### src/rtl/proc_pkg.sv
// ============================================================================
// Module   : proc_pkg
// Brief    : Shared opcodes, instruction field positions and fetch FSM states.
// Revision : 1.0
// ============================================================================
`default_nettype none

package proc_pkg;

    localparam logic [3:0] OP_HALT = 4'b0000;
    localparam logic [3:0] OP_ADDI = 4'b0001;
    localparam logic [3:0] OP_ADD  = 4'b0010;
    localparam logic [3:0] OP_JMP  = 4'b1110;
    localparam logic [3:0] OP_OUT  = 4'b1111;

    localparam int OPC_MSB = 15;
    localparam int OPC_LSB = 12;
    localparam int TGT_MSB = 3;
    localparam int TGT_LSB = 0;

    typedef logic [2:0] state_t;

    localparam state_t ST_IDLE   = 3'd0;
    localparam state_t ST_FETCH  = 3'd1;
    localparam state_t ST_DECODE = 3'd2;
    localparam state_t ST_ISSUE  = 3'd3;
    localparam state_t ST_HALT   = 3'd4;
    localparam state_t ST_PAUSE  = 3'd5;

    function automatic logic [3:0] get_opcode(input logic [15:0] inst);
        return inst[OPC_MSB:OPC_LSB];
    endfunction

    function automatic logic [3:0] get_target(input logic [15:0] inst);
        return inst[TGT_MSB:TGT_LSB];
    endfunction

endpackage

`default_nettype wire

### src/rtl/fetch_sequencer_pc_unit.sv
// ============================================================================
// Module   : pc_unit
// Brief    : 4-bit program counter with load and wrapping increment.
// Revision : 1.0
// ============================================================================
`default_nettype none

module pc_unit #(
    parameter logic [3:0] RESET_PC = 4'd0
) (
    input  logic       clk,
    input  logic       rst,
    input  logic       load,
    input  logic [3:0] load_val,
    input  logic       inc,
    output logic [3:0] pc
);

    logic [3:0] pc_q;
    logic [3:0] pc_d;

    // Load wins over increment; the FSM never requests both at once.
    always_comb begin
        pc_d = pc_q;
        if (load) begin
            pc_d = load_val;
        end else if (inc) begin
            pc_d = pc_q + 4'd1;
        end
    end

    always_ff @(posedge clk or posedge rst) begin
        if (rst) begin
            pc_q <= RESET_PC;
        end else begin
            pc_q <= pc_d;
        end
    end

    assign pc = pc_q;

endmodule

`default_nettype wire

### src/rtl/fetch_sequencer.sv
// ============================================================================
// Module   : fetch_sequencer
// Brief    : Instruction fetch FSM; resolves HALT/JMP, issues the rest over
//            valid/ready. Optional single-step via FETCH_SEQ_SINGLE_STEP_EN.
// Revision : 1.0
// ============================================================================
`default_nettype none

module fetch_sequencer
    import proc_pkg::*;
#(
    parameter logic [3:0] RESET_PC = 4'd0
) (
    input  logic        clk,
    input  logic        rst,
    input  logic        start,
`ifdef FETCH_SEQ_SINGLE_STEP_EN
    input  logic        step,
`endif
    output logic [3:0]  rom_addr,
    input  logic [15:0] rom_data,
    output logic        issue_valid,
    input  logic        issue_ready,
    output logic [15:0] issue_inst,
    output logic [3:0]  pc,
    output logic        busy,
    output logic        halted
);

    state_t      state_q;
    state_t      state_d;
    logic [15:0] ir_q;
    logic [3:0]  w_opcode;
    logic        w_pc_load;
    logic [3:0]  w_pc_load_val;
    logic        w_pc_inc;
    logic        w_ir_load;

    assign w_opcode = get_opcode(ir_q);

    always_ff @(posedge clk or posedge rst) begin
        if (rst) begin
            state_q <= ST_IDLE;
        end else begin
            state_q <= state_d;
        end
    end

    always_comb begin
        state_d = state_q;
        case (state_q)
            ST_IDLE: begin
                if (start) state_d = ST_FETCH;
            end
            ST_FETCH: begin
                state_d = ST_DECODE;
            end
            ST_DECODE: begin
                if (w_opcode == OP_HALT) begin
                    state_d = ST_HALT;
                end else if (w_opcode == OP_JMP) begin
                    state_d = ST_FETCH;
                end else begin
                    state_d = ST_ISSUE;
                end
            end
            ST_ISSUE: begin
                if (issue_ready) begin
`ifdef FETCH_SEQ_SINGLE_STEP_EN
                    state_d = ST_PAUSE;
`else
                    state_d = ST_FETCH;
`endif
                end
            end
`ifdef FETCH_SEQ_SINGLE_STEP_EN
            ST_PAUSE: begin
                if (step) state_d = ST_FETCH;
            end
`endif
            ST_HALT: begin
                if (start) state_d = ST_FETCH;
            end
            default: begin
                state_d = ST_IDLE;
            end
        endcase
    end

    // All outputs decode registered state only, so issue_ready never
    // reaches issue_valid combinationally.
    always_comb begin
        w_pc_load     = 1'b0;
        w_pc_load_val = RESET_PC;
        w_pc_inc      = 1'b0;
        w_ir_load     = 1'b0;
        issue_valid   = 1'b0;
        busy          = 1'b1;
        halted        = 1'b0;
        case (state_q)
            ST_IDLE: begin
                busy      = 1'b0;
                w_pc_load = start;
            end
            ST_FETCH: begin
                w_ir_load = 1'b1;
            end
            ST_DECODE: begin
                if (w_opcode == OP_JMP) begin
                    w_pc_load     = 1'b1;
                    w_pc_load_val = get_target(ir_q);
                end
            end
            ST_ISSUE: begin
                issue_valid = 1'b1;
                w_pc_inc    = issue_ready;
            end
            ST_HALT: begin
                busy      = 1'b0;
                halted    = 1'b1;
                w_pc_load = start;
            end
            default: begin
            end
        endcase
    end

    always_ff @(posedge clk or posedge rst) begin
        if (rst) begin
            ir_q <= 16'h0000;
        end else if (w_ir_load) begin
            ir_q <= rom_data;
        end
    end

    pc_unit #(
        .RESET_PC (RESET_PC)
    ) u_pc_unit (
        .clk      (clk),
        .rst      (rst),
        .load     (w_pc_load),
        .load_val (w_pc_load_val),
        .inc      (w_pc_inc),
        .pc       (pc)
    );

    assign rom_addr   = pc;
    assign issue_inst = ir_q;

endmodule

`default_nettype wire

### config.mk
export PLATFORM = sky130hd
export DESIGN_NAME = fetch_sequencer
export DESIGN_NICKNAME = d
export VERILOG_FILES = /design/src/rtl/proc_pkg.sv /design/src/rtl/fetch_sequencer_pc_unit.sv /design/src/rtl/fetch_sequencer.sv
export SDC_FILE = /design/constraint.sdc
export NUM_CORES = 1
export LEC_CHECK = 0
export CAP_MARGIN = 30
export CORE_MARGIN = 5
export CORE_UTILIZATION = 45
export DETAILED_ROUTE_END_ITERATION = 6
export PLACE_DENSITY = 0.91
export SETUP_SLACK_MARGIN = 0.3
export SLEW_MARGIN = 20
export SYNTH_ARGS = -nofsm -noshare
export SYNTH_HDL_FRONTEND = slang
export SYNTH_SLANG_ARGS = --single-unit
### constraint.sdc
create_clock -name clk -period 4.73 [get_ports clk]
set_input_delay 0.7095 -clock clk [delete_from_list [all_inputs] [get_ports clk]]
set_output_delay 0.7095 -clock clk [all_outputs]
set_load 0.02 [all_outputs]
Port wiring:
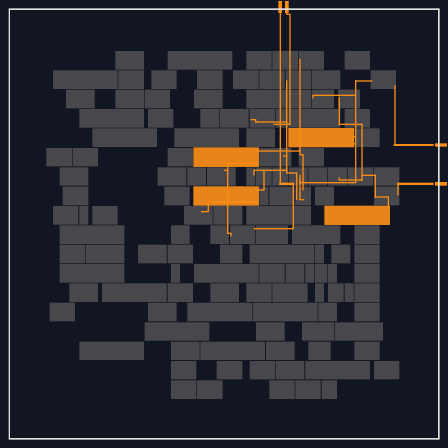
colour	port	bits	direction	end cells	wire
orange	pc	4	output	4	222 um

Signal wires on met3:
Bar = 20 um.
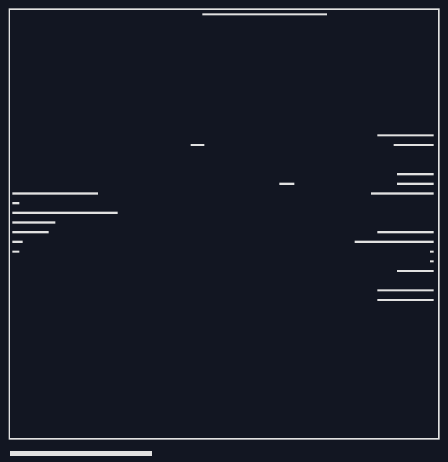
wire length on this layer	130 um
main direction	horizontal

==> impl_metrics.ini <==
; physical design summary
[layout]
seq_cell_count = 23
lay_top_count = clkdlybuf4s50_1
regArea_um2 = 575.6
stdcell_count = 159
final-clk-cell-share = 0.01622
most-common-layout-cells = clkdlybuf4s50_1, dfrtp_1, mux2_2

[placed_design]
gp_congestion = 0.8504
place_ws_ps = 2416
dpl.cell_count = 154

[power_and_ir_drop]
p_switching_uw = 460.0
p_clk_frac = 0.075
power_per_cell_area_nw_per_um2 = 719.3
p_comb_uw = 686

[grt]
antenna_found_initial = 0
grt_start_max_net_pins = 24

[drt]
wl_per_cell_um = 16.23
final_antenna_net_count = 0
vias = 830
met3_length_um = 129

[logic_synthesis]
synthSimpleGateAreaFrac = 0.1584
synth_top_cell_by_area = dfrtp_1
ys_seq_frac = 0.5094

[clocking]
ctsResizeCount = 0
ctsRootBufferMaster = clkbuf_4
clkTransAtPathRegs_ps = 120
numCtsBuffers = 3
clkSinkCount = 23

[status]
status = finished clean

[die]
tap_cells = 30
core_region_area_um2 = 2432
num_rows = 18

[setup_path]
path_buffers = 1
end_kind = output port
critPathKind = reg -> out
rr_startpoint = state_q[1]

[job]
cap_violations = 0

[sta]
maxSlewViolCount = 0

[worst_hold_path]
min_from = issue_inst[7]
Met2 routing:
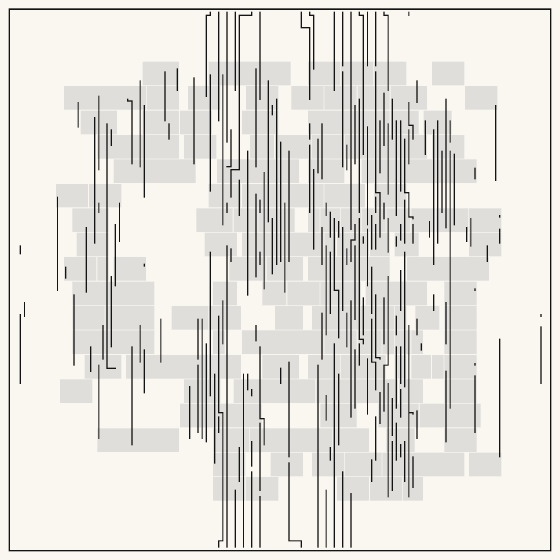
nets with wire on the layer	140
main direction	vertical
share of all routed wire	56%

